[config.mk]
export PLATFORM = sky130hd
export DESIGN_NAME = beat_sequencer
export DESIGN_NICKNAME = d
export VERILOG_FILES = /design/src/rtl/metronome_pkg.sv /design/src/rtl/click_pulse_gen.sv /design/src/rtl/beat_sequencer.sv
export SDC_FILE = /design/constraint.sdc
export NUM_CORES = 1
export LEC_CHECK = 0
export ABC_AREA = 1
export CAP_MARGIN = 25
export CORE_MARGIN = 2
export CORE_UTILIZATION = 50
export DETAILED_ROUTE_END_ITERATION = 10
export DONT_BUFFER_PORTS = 1
export PLACE_DENSITY = 0.78
export SYNTH_ARGS = -nofsm -noshare
export SYNTH_HDL_FRONTEND = slang
export SYNTH_HIERARCHICAL = 1
export SYNTH_SLANG_ARGS = --single-unit
[constraint.sdc]
create_clock -name i_clk -period 1.9 [get_ports i_clk]
set_clock_uncertainty 0.2 [all_clocks]
set_input_delay 0.19 -clock i_clk [delete_from_list [all_inputs] [get_ports i_clk]]
set_output_delay 0.19 -clock i_clk [all_outputs]
set_load 0.05 [all_outputs]
[src/rtl/metronome_pkg.sv]
// Shared types and constants for the metronome beat sequencer.
// Holds the sequencer state encoding, beat limits and click counter sizing.
package metronome_pkg;

    typedef enum logic [1:0] {
        IDLE  = 2'd0,
        CLICK = 2'd1,
        WAIT  = 2'd2
    } seq_state_t;

    localparam int SEQ_MAX_BEATS     = 16;
    localparam int SEQ_DEFAULT_BEATS = 4;
    localparam int BEATS_W           = 5;
    localparam int INDEX_W           = 4;

    // Counter must hold the longer of the two click lengths.
    function automatic int click_cnt_w(input int accent_len, input int click_len);
        int longest;
        longest = (accent_len > click_len) ? accent_len : click_len;
        return $clog2(longest + 1);
    endfunction

endpackage

[src/rtl/click_pulse_gen.sv]
// Loadable down-counter that holds o_busy high for exactly i_len cycles after a load.
// A load while busy restarts the count; i_clear drops the pulse at once.
module click_pulse_gen #(
    parameter int LEN_W = 8
) (
    input  logic             i_clk,
    input  logic             i_reset,
    input  logic             i_load,
    input  logic             i_clear,
    input  logic [LEN_W-1:0] i_len,
    output logic             o_busy,
    output logic             o_last
);

    logic [LEN_W-1:0] count;

    always_ff @(posedge i_clk or posedge i_reset) begin
        if (i_reset) begin
            count  <= '0;
            o_busy <= 1'b0;
        end else if (i_clear) begin
            count  <= '0;
            o_busy <= 1'b0;
        end else if (i_load) begin
            count  <= i_len;
            o_busy <= (i_len != '0);
        end else if (o_busy) begin
            count  <= count - LEN_W'(1);
            o_busy <= (count != LEN_W'(1));
        end
    end

    assign o_last = o_busy && (count == LEN_W'(1));

endmodule

[src/rtl/beat_sequencer.sv]
// Run/stop bar sequencer: beat index, accented downbeat clicks, bar count and sync pulse.
// All outputs registered one clock after their cause; beats-per-bar changes wait for the bar wrap.
module beat_sequencer
    import metronome_pkg::*;
#(
    parameter int CLICK_LEN     = 50000,
    parameter int ACCENT_LEN    = 100000,
    parameter int MAX_BEATS     = SEQ_MAX_BEATS,
    parameter int DEFAULT_BEATS = SEQ_DEFAULT_BEATS,
    parameter int BAR_W         = 16
) (
    input  logic             i_clk,
    input  logic             i_reset,
    input  logic             i_run_toggle,
    input  logic             i_trigger,
    input  logic             i_cfg_valid,
    input  logic [4:0]       i_cfg_beats,
    output logic             o_running,
    output logic             o_sync,
    output logic             o_click,
    output logic             o_accent,
    output logic [3:0]       o_beat_index,
    output logic [BAR_W-1:0] o_bar_count,
    output logic             o_cfg_pending,
    output logic             o_overrun
);

    localparam int CNT_W = click_cnt_w(ACCENT_LEN, CLICK_LEN);

    seq_state_t           state, state_nxt;
    logic                 start, stop, advance;
    logic                 cfg_legal, wrap;
    logic [BEATS_W-1:0]   active_beats;
    logic [BEATS_W-1:0]   pend_beats;
    logic [INDEX_W-1:0]   index_nxt;
    logic                 click_load, click_last;
    logic [CNT_W-1:0]     click_len;

    assign cfg_legal = i_cfg_valid && (i_cfg_beats != '0) && (int'(i_cfg_beats) <= MAX_BEATS);
    assign wrap      = ({1'b0, o_beat_index} == (active_beats - BEATS_W'(1)));
    assign index_nxt = wrap ? '0 : (o_beat_index + INDEX_W'(1));

    always_ff @(posedge i_clk or posedge i_reset) begin
        if (i_reset) begin
            state <= IDLE;
        end else begin
            state <= state_nxt;
        end
    end

    // Run toggle outranks a coincident trigger in every running state.
    always_comb begin
        state_nxt = state;
        start     = 1'b0;
        stop      = 1'b0;
        advance   = 1'b0;
        case (state)
            IDLE: begin
                if (i_run_toggle) begin
                    state_nxt = CLICK;
                    start     = 1'b1;
                end
            end
            CLICK: begin
                if (i_run_toggle) begin
                    state_nxt = IDLE;
                    stop      = 1'b1;
                end else if (i_trigger) begin
                    advance = 1'b1;
                end else if (click_last) begin
                    state_nxt = WAIT;
                end
            end
            WAIT: begin
                if (i_run_toggle) begin
                    state_nxt = IDLE;
                    stop      = 1'b1;
                end else if (i_trigger) begin
                    state_nxt = CLICK;
                    advance   = 1'b1;
                end
            end
            default: state_nxt = IDLE;
        endcase
    end

    assign click_load = start || advance;
    assign click_len  = (start || wrap) ? CNT_W'(ACCENT_LEN) : CNT_W'(CLICK_LEN);

    click_pulse_gen #(
        .LEN_W (CNT_W)
    ) u_click (
        .i_clk   (i_clk),
        .i_reset (i_reset),
        .i_load  (click_load),
        .i_clear (stop),
        .i_len   (click_len),
        .o_busy  (o_click),
        .o_last  (click_last)
    );

    always_ff @(posedge i_clk or posedge i_reset) begin
        if (i_reset) begin
            o_running    <= 1'b0;
            o_sync       <= 1'b0;
            o_accent     <= 1'b0;
            o_beat_index <= '0;
            o_bar_count  <= '0;
            o_overrun    <= 1'b0;
        end else begin
            o_sync    <= start;
            o_overrun <= advance && (state == CLICK);
            if (start) begin
                o_running    <= 1'b1;
                o_beat_index <= '0;
                o_bar_count  <= '0;
                o_accent     <= 1'b1;
            end else if (stop) begin
                o_running    <= 1'b0;
                o_beat_index <= '0;
                o_bar_count  <= '0;
                o_accent     <= 1'b0;
            end else if (advance) begin
                o_beat_index <= index_nxt;
                o_accent     <= wrap;
                if (wrap) begin
                    o_bar_count <= o_bar_count + BAR_W'(1);
                end
            end else if ((state == CLICK) && click_last) begin
                o_accent <= 1'b0;
            end
        end
    end

    // A strobe landing on the wrap or the stop wins over the older pending value.
    always_ff @(posedge i_clk or posedge i_reset) begin
        if (i_reset) begin
            active_beats  <= BEATS_W'(DEFAULT_BEATS);
            pend_beats    <= '0;
            o_cfg_pending <= 1'b0;
        end else if (state == IDLE) begin
            if (cfg_legal) begin
                active_beats <= i_cfg_beats;
            end
        end else if (stop || (advance && wrap)) begin
            if (cfg_legal) begin
                active_beats <= i_cfg_beats;
            end else if (o_cfg_pending) begin
                active_beats <= pend_beats;
            end
            o_cfg_pending <= 1'b0;
        end else if (cfg_legal) begin
            pend_beats    <= i_cfg_beats;
            o_cfg_pending <= 1'b1;
        end
    end

endmodule

### Metal layers overlaid, run 1

Two of the layers only.
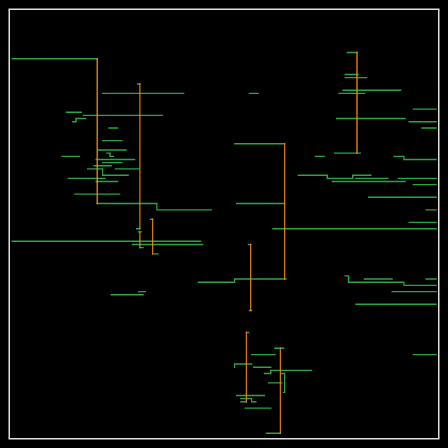
legend:
  orange:
    layer: metal 4
    wire_length: 172 um
  green:
    layer: metal 3
    wire_length: 565 um

### Selected gate families, run 1

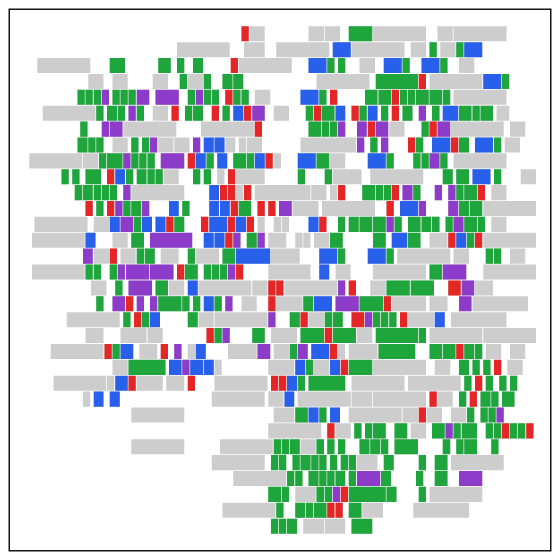
legend:
  purple:
    family: NOR gates
    cells: 62
  red:
    family: inverters
    cells: 77
  blue:
    family: inverting AOI/OAI gates
    cells: 62
  green:
    family: NAND gates
    cells: 263
    where: widely spread

==> run notes, run 1 <==
Synthesis and PnR results.

- The checks that failed: setup timing.
- The worst path buffer plus inverter count reads 3.
- The logic area is 0.00234 mm^2.
- Counting instances in the post-synthesis netlist gives the leading cell types as sky130_fd_sc_hd__nand2_1 (175), sky130_fd_sc_hd__inv_1 (69), sky130_fd_sc_hd__dfrtp_1 (54), sky130_fd_sc_hd__nor2_1 (37), sky130_fd_sc_hd__nand3_1 (36).
- The clock network power reads 647 uW.
- The count of antenna diodes in the layout is 0.
- The capture point of the worst path reads u_click/count[6].
- The final net count reads approximately 650.
- After synthesis, the cell types taking the most area are sky130_fd_sc_hd__dfrtp_1 (35%), sky130_fd_sc_hd__nand2_1 (17%), sky130_fd_sc_hd__inv_1 (6.6%).
- The final timing report gives a worst setup slack of -35.6 ps.
- After its last routability iteration, the placer logged a weighted congestion of 0.913.
- After synthesis, the design contains 548 cells according to Yosys.
- Entering global routing, the biggest net connects 38 pins.
- The largest family of logic cells by area is simple AND/OR/NAND/NOR gates.
- Post-CTS repair changed the size of 15 cells.
- The routed layout reports a DRC error count of 0.
- The count of buffers inserted at the top-level ports reads 0.
- The via count of the first global-routing pass is 3,448.
- Yosys reported that registers with async set or reset make up 100%.
- The initial standard-cell utilization of the core is 51.2%.
- The worst path arrival time is 1940 ps.
- The met2 layer usage reported by global route is 39.5%.
- The chip height is about 90 um.
- The initial antenna violation count is 0.
- The flow ran to the end, but the final reports show violations.
- The largest driver fanout on the critical path reads 5.
- The biggest slice of the total power is consumed by combinational logic.
- The final hold violation count reads 0.
- OpenROAD reports that the post-layout worst path occupies 102% of the period.
- Power comes to 7.42 mW.
- Per the finish-stage timing summary, setup violations number 6.
- The finished layout holds 732 standard cells, fillers aside.
- The synthesis-to-layout area growth is 22.6%.
- The number of clock sinks seen by CTS reads 55.
- The share of total power in combinational logic reads 64.6%.
- The overall track demand over capacity in global routing reads 22.5%.
- Per the final report, max-transition violations number 0.
- The most numerous logic cell after layout is sky130_fd_sc_hd__nand2_1.
- The register share after synthesis is 35.2%.
- The synthesized netlist devotes 2.88% of its cell area to adder and majority cells.
- The routed wirelength on the met1 layer is recorded as approximately 4.0 mm.
- The distinct cell type count of the synthesized netlist is 37.
- The proportion of cell area occupied by registers is 28.8%.
- A synthesized cell averages 7.14 um^2.
- For reference, compound AND-OR and OR-AND cells occupy 9.91% of the area reported after synthesis.
- The biggest area consumer among cell classes reads multi-input combinational cells.
- The synthesized instance count reads 548.
- The flow reported a cell area power density of 1550 mW/mm^2.
- The number of enable flip-flop cells reads 0.
- The number of cells on the worst hold path is listed as 4.
### The metal 4 layer, run 1

The bar under the picture is 20 um long.
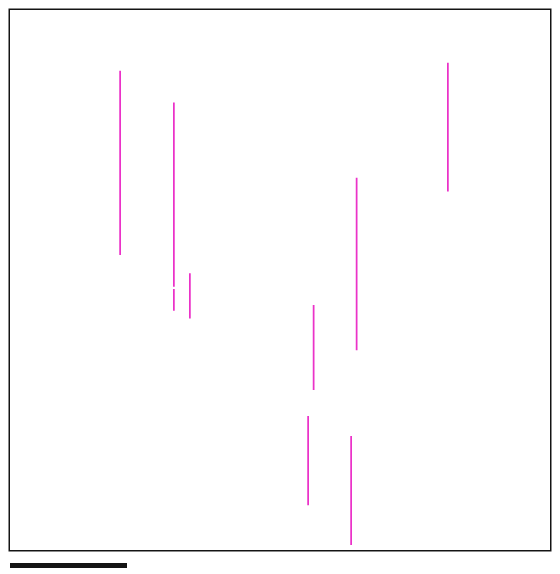
main direction: vertical
share of all routed wire: 1.8%

==> run 1 -> run 2 <==
Settings changed: ABC_CLOCK_PERIOD_IN_PS from default to 1900, RECOVER_POWER from default to 100.
==> run 2 against run 1 <==
Effect of this change: the flow still finishes with violations (setup timing); clock-buffer cell count unchanged; global-route usage unchanged; fmax decreased by 0.61%; routed wire length rose by 0.23%; hold slack gained 8.1 ps; non-clock buffer count unchanged; register-to-register slack about the same; sequential power about the same; die size unchanged.
==> run notes, run 2 <==
Synthesis and PnR results.

- In the post-synthesis netlist, the biggest area contributors are sky130_fd_sc_hd__dfrtp_1 (35%), sky130_fd_sc_hd__nand2_1 (17%), sky130_fd_sc_hd__inv_1 (6.6%).
- The clock network power is roughly 650 uW.
- The area fraction in compound gates reads 9.91%.
- The final net count is approximately 650.
- The routed length on met2 reads 4.82 mm.
- Grouping non-sequential cells by family puts the most area in simple AND/OR/NAND/NOR gates.
- The clock tree has to reach approximately 55 sinks.
- The cell at the root of the clock tree is sky130_fd_sc_hd__clkbuf_8.
- For this run, asynchronously set or reset flops after synthesis account for 100%.
- Global routing used roughly 40% of the available met2 tracks.
- In the Yosys stats the netlist draws on 37 distinct library cells.
- The master of the slowest instance on the critical path is sky130_fd_sc_hd__dfrtp_1.
- The pin count of the biggest net entering global routing reads 38.
- The routed layout reports a DRC error count of 0.
- 0 antenna diodes ended up in the layout.
- The adder-cell share of the synthesized area is 2.88%.
- The worst path arrival time reads ~2000 ps.
- The global-route congestion overflow total is 0.
- The finished layout holds about 730 standard cells, fillers aside.
- The worst path setup slack after routing reads -47.6 ps.
- The post-cts resize count is 15.
- The number of maximum-capacitance constraint violations reads 0.
- The congestion estimate from routability-driven global placement came to 0.913.
- The synthesized area divided by synthesized cell count is approximately 7.1 um^2.
- The register share after synthesis is 35.2%.
- The worst path buffer plus inverter count reads 3.
- The clock network area share reads approximately 1.7%.
- The most numerous logic cell after layout reads sky130_fd_sc_hd__nand2_1.
- The power density normalized to cell area is 1560 mW/mm^2.
- The combined flip-flop and latch cell area is 0.00138 mm^2.
- Counting instances in the post-synthesis netlist gives the leading cell types as sky130_fd_sc_hd__nand2_1 (175), sky130_fd_sc_hd__inv_1 (69), sky130_fd_sc_hd__dfrtp_1 (54), sky130_fd_sc_hd__nor2_1 (37), sky130_fd_sc_hd__nand3_1 (36).
- The via count of the first global-routing pass was 3,448.
- The largest driver fanout on the critical path reads 5.
- The basic-gate share of the synthesized area counting and, or, nand and nor cells is 40.2%.
- sky130_fd_sc_hd__nand2_1 is the most common cell in the netlist.
- Per the timing report, the achievable frequency comes out to 513 MHz.
- The top power consumer group reads combinational logic.
- The final power report lists total power as 7.38 mW.
- The number of enable flip-flop cells is 0.
- In this run the layout overhead on the synthesized area is reported as 20.8%.
- Combinational logic burns 64.4% of the power.
- In the synthesized netlist, the number of instances is 548.
- After detailed routing, the wire length on met1 is 4.03 mm.
- The standard-cell row count reads 32.
- The count of buffers inserted at the top-level ports reads 0.
- The mux contribution to synthesized area is 0%.
- The final hold violation count is 0.
- The final-report setup violation count reads 12.
- The endpoint of the worst hold path is reported as pend_beats[1].
- The final reports fail on setup timing.
- The chip height is 92.5 um.
- The final critical path takes up 103% of the cycle.
- The fraction of area in multi-input gates is roughly half.
- The run finished, with violations left.
- The biggest area consumer among cell classes reads multi-input combinational cells.
- The design area reads 0.00473 mm^2.
- In the Yosys report the total cell count is about 550.
- The layout report lists the multi-input gate area as 0.00234 mm^2.
- The proportion of cell area occupied by registers reads ~30%.
- The final tally of max-slew violations is 0.
- The capture point of the worst path reads u_click/count[6].
- The initial standard-cell utilization of the core is 51.2%.
- The number of cells on the worst hold path is 4.
### Routing congestion map, run 2

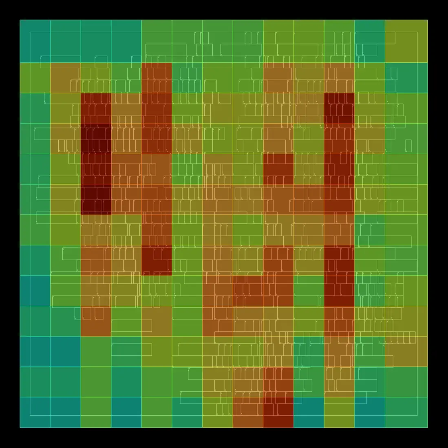
Util after Layout: 61.8%
met3 demand-to-capacity share in global routing: 4.64%
total routing resource utilization after global routing: 22.5%
met1 usage in global routing: 28.1%

Power figures rest on the tool's default switching activity, not on a simulated workload.
